==> config.mk <==
export PLATFORM = sky130hd
export DESIGN_NAME = serial_bit_reverse_rx
export DESIGN_NICKNAME = d
export VERILOG_FILES = /design/src/rtl/serial_bit_reverse_rx.sv
export SDC_FILE = /design/constraint.sdc
export NUM_CORES = 1
export LEC_CHECK = 0
export ABC_AREA = 1
export CAP_MARGIN = 20
export CORE_MARGIN = 8
export CORE_UTILIZATION = 61
export CTS_BUF_LIST = sky130_fd_sc_hd__clkbuf_4
export DETAILED_ROUTE_END_ITERATION = 6
export PLACE_DENSITY = 0.87
export SYNTH_ARGS = -nofsm -noshare
export SYNTH_HDL_FRONTEND = slang
export SYNTH_SLANG_ARGS = --single-unit
==> constraint.sdc <==
create_clock -name clk -period 2.5 [get_ports clk]
set_input_delay 0.75 -clock clk [delete_from_list [all_inputs] [get_ports clk]]
set_output_delay 0.75 -clock clk [all_outputs]
set_load 0.02 [all_outputs]
Figure 1. Supply network (run 1).
Scale bar: 20 um. Pins as bars on the die edge.
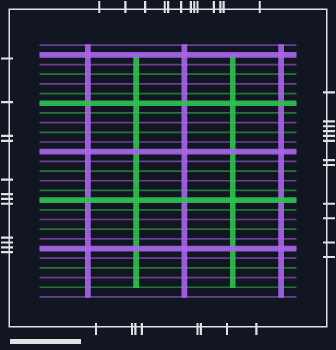
VDD -> green
VSS -> purple
met1 rails = 27
rows = 26
core area: 0.00511 mm2
Die Span Y: 88.8 um

Figure 2. Cells colored by class (run 1).
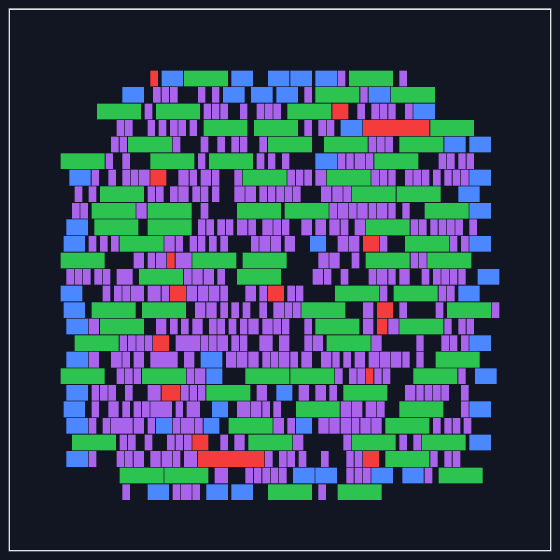
sequential cells -> green  # cells 73
clock drivers and dummy loads -> red  # cells 16
remaining buffers and delay cells -> blue  # cells 51
combinational and other logic -> purple  # cells 384
design area: 0.00381 mm2
# rows: 26
Final Util: 0.746
Seq/total area: 0.384

Figure 3. Clock network drawn from the DEF (run 1).
Scale bar: 20 um.
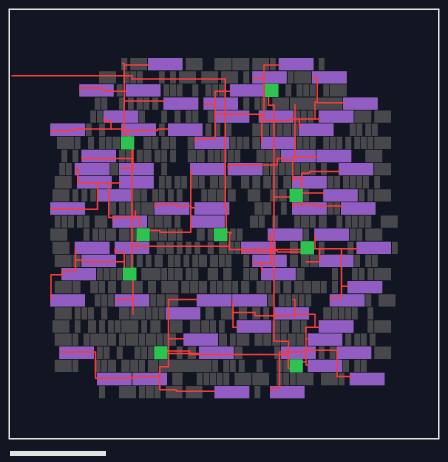
clock wires -> red  # length 828 um
flip-flops -> purple  # count 73
clock drivers -> green  # count 9
routed clock nets = 10
clk latency late pin: 0.42 ns
P_clk: 0.800 mW
skew final: 0.0153 ns
part of the total power dissipated in the clock network: 0.390

Figure 4. Signal wires by layer (run 1).
Scale bar: 20 um.
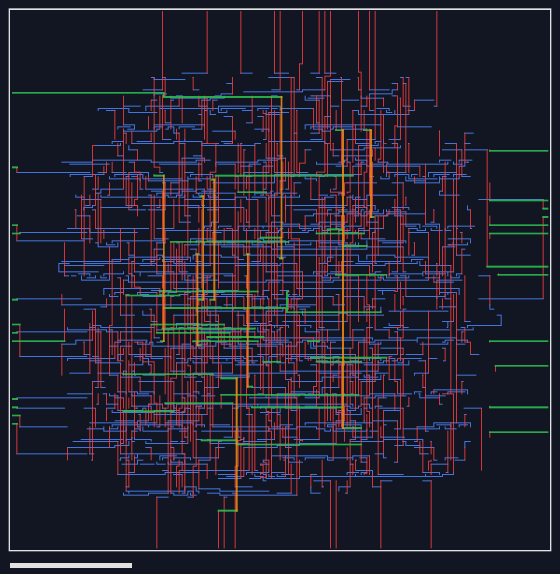
metal 3 -> green  # wire length 490 um
metal 1 -> blue  # wire length 3270 um
metal 2 -> red  # wire length 3520 um
metal 4 -> orange  # wire length 212 um
total number of vias: 3018
DR WL/cell: 12.6 um
GRT Total Usage: 0.207

==> ci_impl_report.md, run 1 <==
### Metrics collected by this job

| Metric | Value |
|---|---|
| Critical Path Max Stage Delay | `0.68 ns` |
| Syn Area/Cell | `6.71 um2` |
| Cell Area, Synth | `0.00323 mm2` |
| Top cells by count | `nand2_1 (106), nor2_1 (102), dfxtp_1 (73), inv_1 (66), nand3_1 (46)` |
| Reg2reg setup slack | `0.55 ns` |
| Peak VDD IR | `368 uV` |
| Area Overhead vs Synth | `17.9%` |
| Post-synth ARST share | `0` |
| Most used flip-flop cell | `dfxtp_1` |
| Slew Viols, Final | `0` |
| Nets | `525` |
| Crit path depth | `1` |
| Clk slew on worst S/H paths | `0.11 ns` |
| Global-route wire length before repair | `12700 um` |
| Flops after synth | `73` |
| CTS H-tree depth | `3` |
| Syn nets | `487` |
| Tmin final | `2.43 ns` |
| XORs/XNORs by Area | `0` |
| Worst Path Required | `1.75 ns` |
| DR vias/cell | `5.08` |
| Tool warnings | `26` |
| Clk sink count | `73` |
| Hold Crit Depth | `2` |
| Critical path, cell by cell | `clkdlybuf4s50_1` |
| Adders+Majority by Area | `0.00387` |
| Non-Filler Instances | `594` |
| Measured slew at the worst slew-check pin | `0.529 ns` |
| Initial DRC count | `207` |
| RePlAce Congestion | `0.862` |
| Antenna diodes | `0` |
| CP startpoint kind | `register` |
| Static leakage | `1.78 nW` |
| Seq. cell area | `0.00146 mm2` |
| Status | `finished clean` |
| Slowest cell on the critical path | `clkdlybuf4s50_1` |
| Vias in the first global route | `2801` |
| CTS tree | `done` |
| Fillers | `433` |
| Layout cells sized above 1 | `0.0611` |
| FP Core Util | `0.632` |
| Maximum clock rate | `0.412 GHz` |
| CTS root buffer | `clkbuf_4` |
| Final Hold Violating Endpoints | `0` |
| Worst Setup End Kind | `output pin` |
| Yosys cell count | `481` |
| Synth area leader | `dfxtp_1` |
| Simple share | `0.348` |
| Logic area | `0.00135 mm2` |
| Num CTS Buffers | `9` |
| Register area share after synthesis | `0.453` |
| Yosys stat area | `0.00323 mm2` |
| Post-Syn Instances | `481` |
| Postcts setup bufs | `0` |
| Resize count post-CTS | `0` |
| Mux area share | `0` |
| Ports | `45` |
| Cell Type Count | `23` |
| Pwr Density | `539 mW/mm2` |
| Flip-flops with a built-in enable | `0` |
| Largest logic family | `simple AND/OR/NAND/NOR gates` |
| Ao+oa area frac | `0.0651` |
| Post-DP HPWL | `5150 um` |
| Clk buf depth | `2` |
| Arr. time, crit path | `1.68 ns` |
| Residual DRC count | `0` |
| Drt first pass iters | `4` |
| CP delay by family, top | `buffers and inverters` |
| Largest net degree at the start of global routing | `35` |
| Kind of critical path | `reg2out` |
| Buf/Inv on CP | `1` |
| Yosys warning count | `0` |
| Initial antenna violation count | `0` |
| Count of input and output buffers | `44` |
| Max-cap check violation count | `0` |
| Most common cell in the netlist | `nand2_1` |
| Full die area | `0.00788 mm2` |
| Hold Path Class | `reg2reg` |
| Period Utilization, post-route | `0.971` |
| Total grt overflow | `0` |
| CP Max Fanout | `9` |
| R2R cell count | `8` |
| Die Wd | `88.8 um` |
| # setup viols final | `0` |
| Routed Antenna Nets | `0` |
| Cts hold-fix bufs | `0` |
| Top cells by area | `dfxtp_1 (45%), nand2_1 (12%), nor2_1 (12%), inv_1 (7.7%), nand3_1 (7.1%)` |
| Drt total wl | `7490 um` |
| RSZ-0062 raised after global routing | `no` |
| Fin Setup TNS | `0 ns` |
| DP Cell Count | `578` |
| Max-Slew Margin vs Limit | `0.647` |
| Share of the synthesized area in the top cell type | `0.453` |
-- run 1: report_power, final --
group          internal (mW)  leakage, nW  switching, mW
Sequential              1.17        0.588        0.00670
Combinational         0.0239         1.11         0.0549
Clock                  0.396       0.0824          0.404
-- run 1: per-layer routing --
metal / part of all wire / vias to the layer above / global-route usage
li1: - / 1537 / -
met1: 0.44 / 1355 / 0.243
met2: 0.47 / 105 / 0.344
met3: 0.065 / 21 / 0.0464
met4: 0.028 / 0 / 0.108
met5: 0 / - / 0
-- run 1: cell type report --
type                            count  area share
Inverter                           71      0.0706
Multi-Input combinational cell    313       0.353
Clock buffer                        9      0.0177
Clock inverter                      7      0.0223
Timing Repair Buffer               51       0.129
Tap cell                           70      0.0230
Sequential cell                    73       0.384
-- run 1: cells in the final DEF (no fill, tap or decap), types with 3 or more instances in the layout --
master,count
a21oi_1,36
buf_4,7
clkbuf_4,9
clkdlybuf4s50_1,44
clkinv_1,4
dfxtp_1,73
inv_1,66
inv_2,3
nand2_1,106
nand2_2,3
nand3_1,46
nand4_1,3
nor2_1,102
nor3_1,6
o21ai_0,3
-- run 1: metrics by stage --
| step | total power [mW] | cell area (um2) | util | hold WS [ns] | setup slack (ns) |
|---|---|---|---|---|---|
| 5_1_grt | 2.13 | 3810 | 0.746 | 0.474 | 0.0115 |
| 6_report | 2.05 | 3810 | 0.746 | 0.456 | 0.0717 |
| 3_5_place_dp | 1.28 | 3660 | 0.716 | 0.440 | 0.203 |
| 4_1_cts | 2.06 | 3810 | 0.746 | 0.457 | 0.0874 |
| 3_3_place_gp | 1.28 | 3660 | 0.716 | 0.438 | 0.252 |
| 2_1_floorplan | 1.25 | 3230 | - | 0.430 | 0.845 |
Figure 5. Clock nets (run 1).
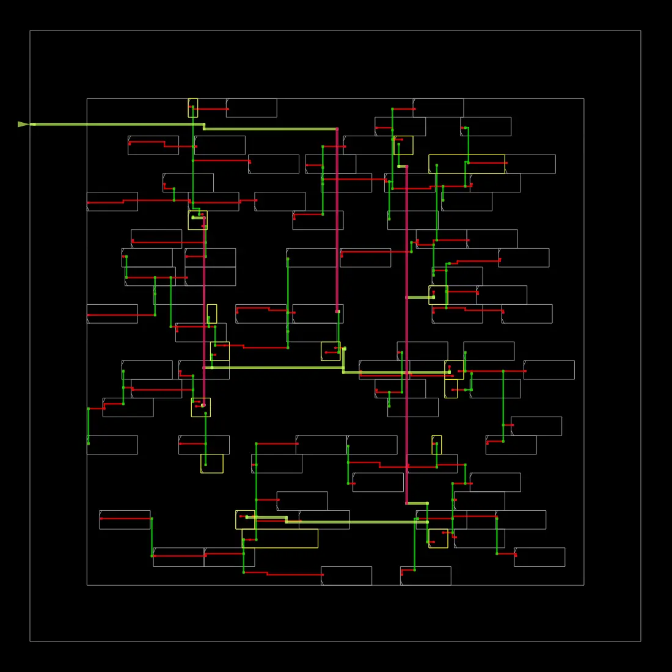

--- run 2 (diff from run 1) ---
--- a/config.mk
+++ b/config.mk
@@ -6,10 +6,11 @@
 export NUM_CORES = 1
 export LEC_CHECK = 0
 export ABC_AREA = 1
-export CAP_MARGIN = 20
+export CAP_MARGIN = 40
 export CORE_MARGIN = 8
 export CORE_UTILIZATION = 61
 export CTS_BUF_LIST = sky130_fd_sc_hd__clkbuf_4
+export CTS_CLUSTER_SIZE = 40
 export DETAILED_ROUTE_END_ITERATION = 6
 export PLACE_DENSITY = 0.87
 export SYNTH_ARGS = -nofsm -noshare
==> constraint.sdc (replaced) <==
create_clock -name clk -period 3 [get_ports clk]
set_input_delay 0.9 -clock clk [delete_from_list [all_inputs] [get_ports clk]]
set_output_delay 0.9 -clock clk [all_outputs]
set_load 0.02 [all_outputs]
Figure 6. Clock nets (run 2).
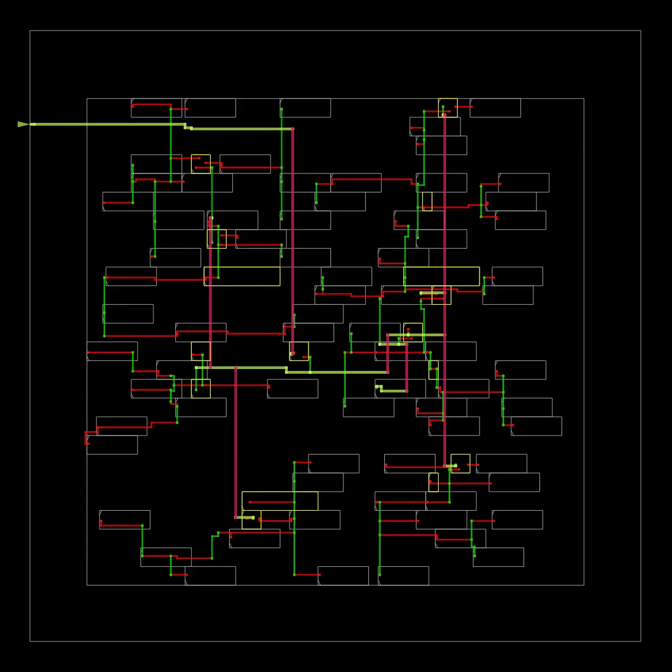
clk sink count: 73
Num CTS Buffers: 9
P_clk: 0.756 mW
Flop Count: 73
skew final: 0.00692 ns

Figure 7. Supply network (run 2).
Scale bar: 20 um. Pins as bars on the die edge.
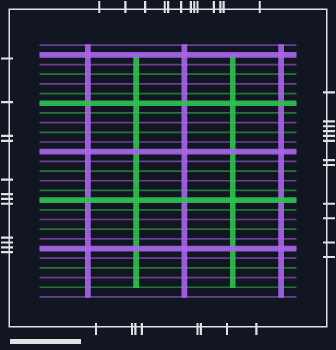
VSS -> purple
VDD -> green
signal pins = 45
met1 rails = 27
Peak VDD IR: 300 uV
Die Wd: 88.8 um

==> run 2 against run 1 <==
Net effect:
- area after synthesis unchanged
- sequential power down about 20%
- highest routed layer unchanged
- largest cell class unchanged
- non-clock buffer count unchanged
==> ci_impl_report.md, run 2 <==
### Metrics collected by this job

| Metric | Value |
|---|---|
| CTS root buffer | `clkbuf_4` |
| RePlAce Congestion | `0.866 (+0.48%)` |
| Maximum clock rate | `0.395 GHz` |
| Top cells by area | `dfxtp_1 (45%), nand2_1 (12%), nor2_1 (12%), inv_1 (7.7%), nand3_1 (7.1%)` |
| Tool warnings | `26 (unchanged)` |
| Measured slew at the worst slew-check pin | `0.809 ns (+0.280 ns)` |
| Total grt overflow | `0 (unchanged)` |
| Critical Path Max Stage Delay | `0.68 ns (about the same)` |
| Largest net degree at the start of global routing | `36 (+2.9%)` |
| RSZ-0062 raised after global routing | `no` |
| Core area | `0.00511 mm2 (unchanged)` |
| Arr. time, crit path | `1.63 ns (-0.05 ns)` |
| Clk latency late pin | `0.42 ns (about the same)` |
| Cts hold-fix bufs | `0 (unchanged)` |
| Routed Antenna Nets | `0 (unchanged)` |
| Drt first pass iters | `5 (+1)` |
| Kind of critical path | `reg2out` |
| Top cells by count | `nand2_1 (106), nor2_1 (102), dfxtp_1 (73), inv_1 (66), nand3_1 (46)` |
| Postcts setup bufs | `0 (unchanged)` |
| Most common cell in the netlist | `nand2_1` |
| Residual DRC count | `0 (unchanged)` |
| Layout cells sized above 1 | `0.0611 (unchanged)` |
| Synth area leader | `dfxtp_1` |
| Clk slew on worst S/H paths | `0.11 ns (about the same)` |
| Vias in the first global route | `2723 (-2.8%)` |
| Most used flip-flop cell | `dfxtp_1` |
| Static leakage | `1.79 nW (+0.39%)` |
| Count of input and output buffers | `44 (unchanged)` |
| Max-Slew Margin vs Limit | `0.460 (-0.187)` |
| Clk buf depth | `2 (unchanged)` |
| Post-Syn Instances | `481 (unchanged)` |
| # setup viols final | `0 (unchanged)` |
| Critical path, cell by cell | `clkdlybuf4s50_1` |
| Yosys stat area | `0.00323 mm2 (unchanged)` |
| Most frequent logic cell in the layout | `nand2_1` |
| Top Layout Cells | `nand2_1 (106), nor2_1 (102), dfxtp_1 (73), inv_1 (66), nand3_1 (46)` |
| Yosys cell count | `481 (unchanged)` |
| Fin Setup TNS | `0 ns (unchanged)` |
| Status | `finished clean` |
| Slowest cell on the critical path | `clkdlybuf4s50_1` |
| CP Max Fanout | `9 (unchanged)` |
| Hold Crit Depth | `2 (unchanged)` |
| FP Core Util | `0.632 (unchanged)` |
| # rows | `26 (unchanged)` |
| R2R cell count | `9 (+1)` |
| Flip-flops with a built-in enable | `0 (unchanged)` |
| Area after DPL | `0.00366 mm2 (unchanged)` |
run 2: cell type report:
class / count / area, um2
clock buffer: 9 / 67.6
clock inverter: 7 / 109
fill: 417 / 1270
inverter: 71 / 269
multi-input combinational: 313 / 1350
sequential: 73 / 1460
tap: 70 / 87.6
timing repair buffer: 51 / 493
run 2: cell families after synthesis:
| family | Yosys count | share of synthesized area |
|---|---|---|
| DFF | 73 | 0.453 |
| AOI/OAI and AO/OA | 41 | 0.0651 |
| buffers and inverters | 95 | 0.131 |
| adders and majority gates | 1 | 0.00387 |
| and+or+nand+nor | 271 | 0.348 |
run 2: routing by layer:
layer / wire, um / part of all wire / up-vias / track usage
met3: 502 / 0.066 / 22 / 0.0436
li1: - / - / 1544 / -
met1: 3240 / 0.43 / 1359 / 0.233
met5: 0 / 0 / - / 0
met4: 239 / 0.032 / 0 / 0.126
met2: 3600 / 0.47 / 112 / 0.335
run 2: worst register-to-register path: stages (launching register included):
cell and delay (ns):
dfxtp_1 0.49, nand2_2 0.17, inv_2 0.30, nand2_1 0.14, nand2_1 0.12, nand3_2 0.09, buf_4 0.26, nand2_1 0.11
nand2_1 0.05, nor2_1 0.13
run 2: power breakdown:
part	leakage [nW]	switching (mW)	internal [mW]
logic	1.11	0.0462	0.0207
registers	0.588	0.00553	0.973
clock network	0.0887	0.343	0.414
run 2: stage by stage:
step / util / instances / hold slack, ns / power (mW) / worst slack, ns
finish: 0.750 / 594 / 0.461 / 1.80 / 0.466
global route: 0.750 / 594 / 0.477 / 1.85 / 0.427
CTS: 0.750 / 594 / 0.461 / 1.80 / 0.460
detailed placement: 0.716 / 578 / 0.446 / 1.06 / 0.427
global placement: 0.716 / 578 / 0.439 / 1.06 / 0.490
floorplan: - / 481 / 0.430 / 1.04 / 1.20
Power is estimated from default activity; no workload was simulated.
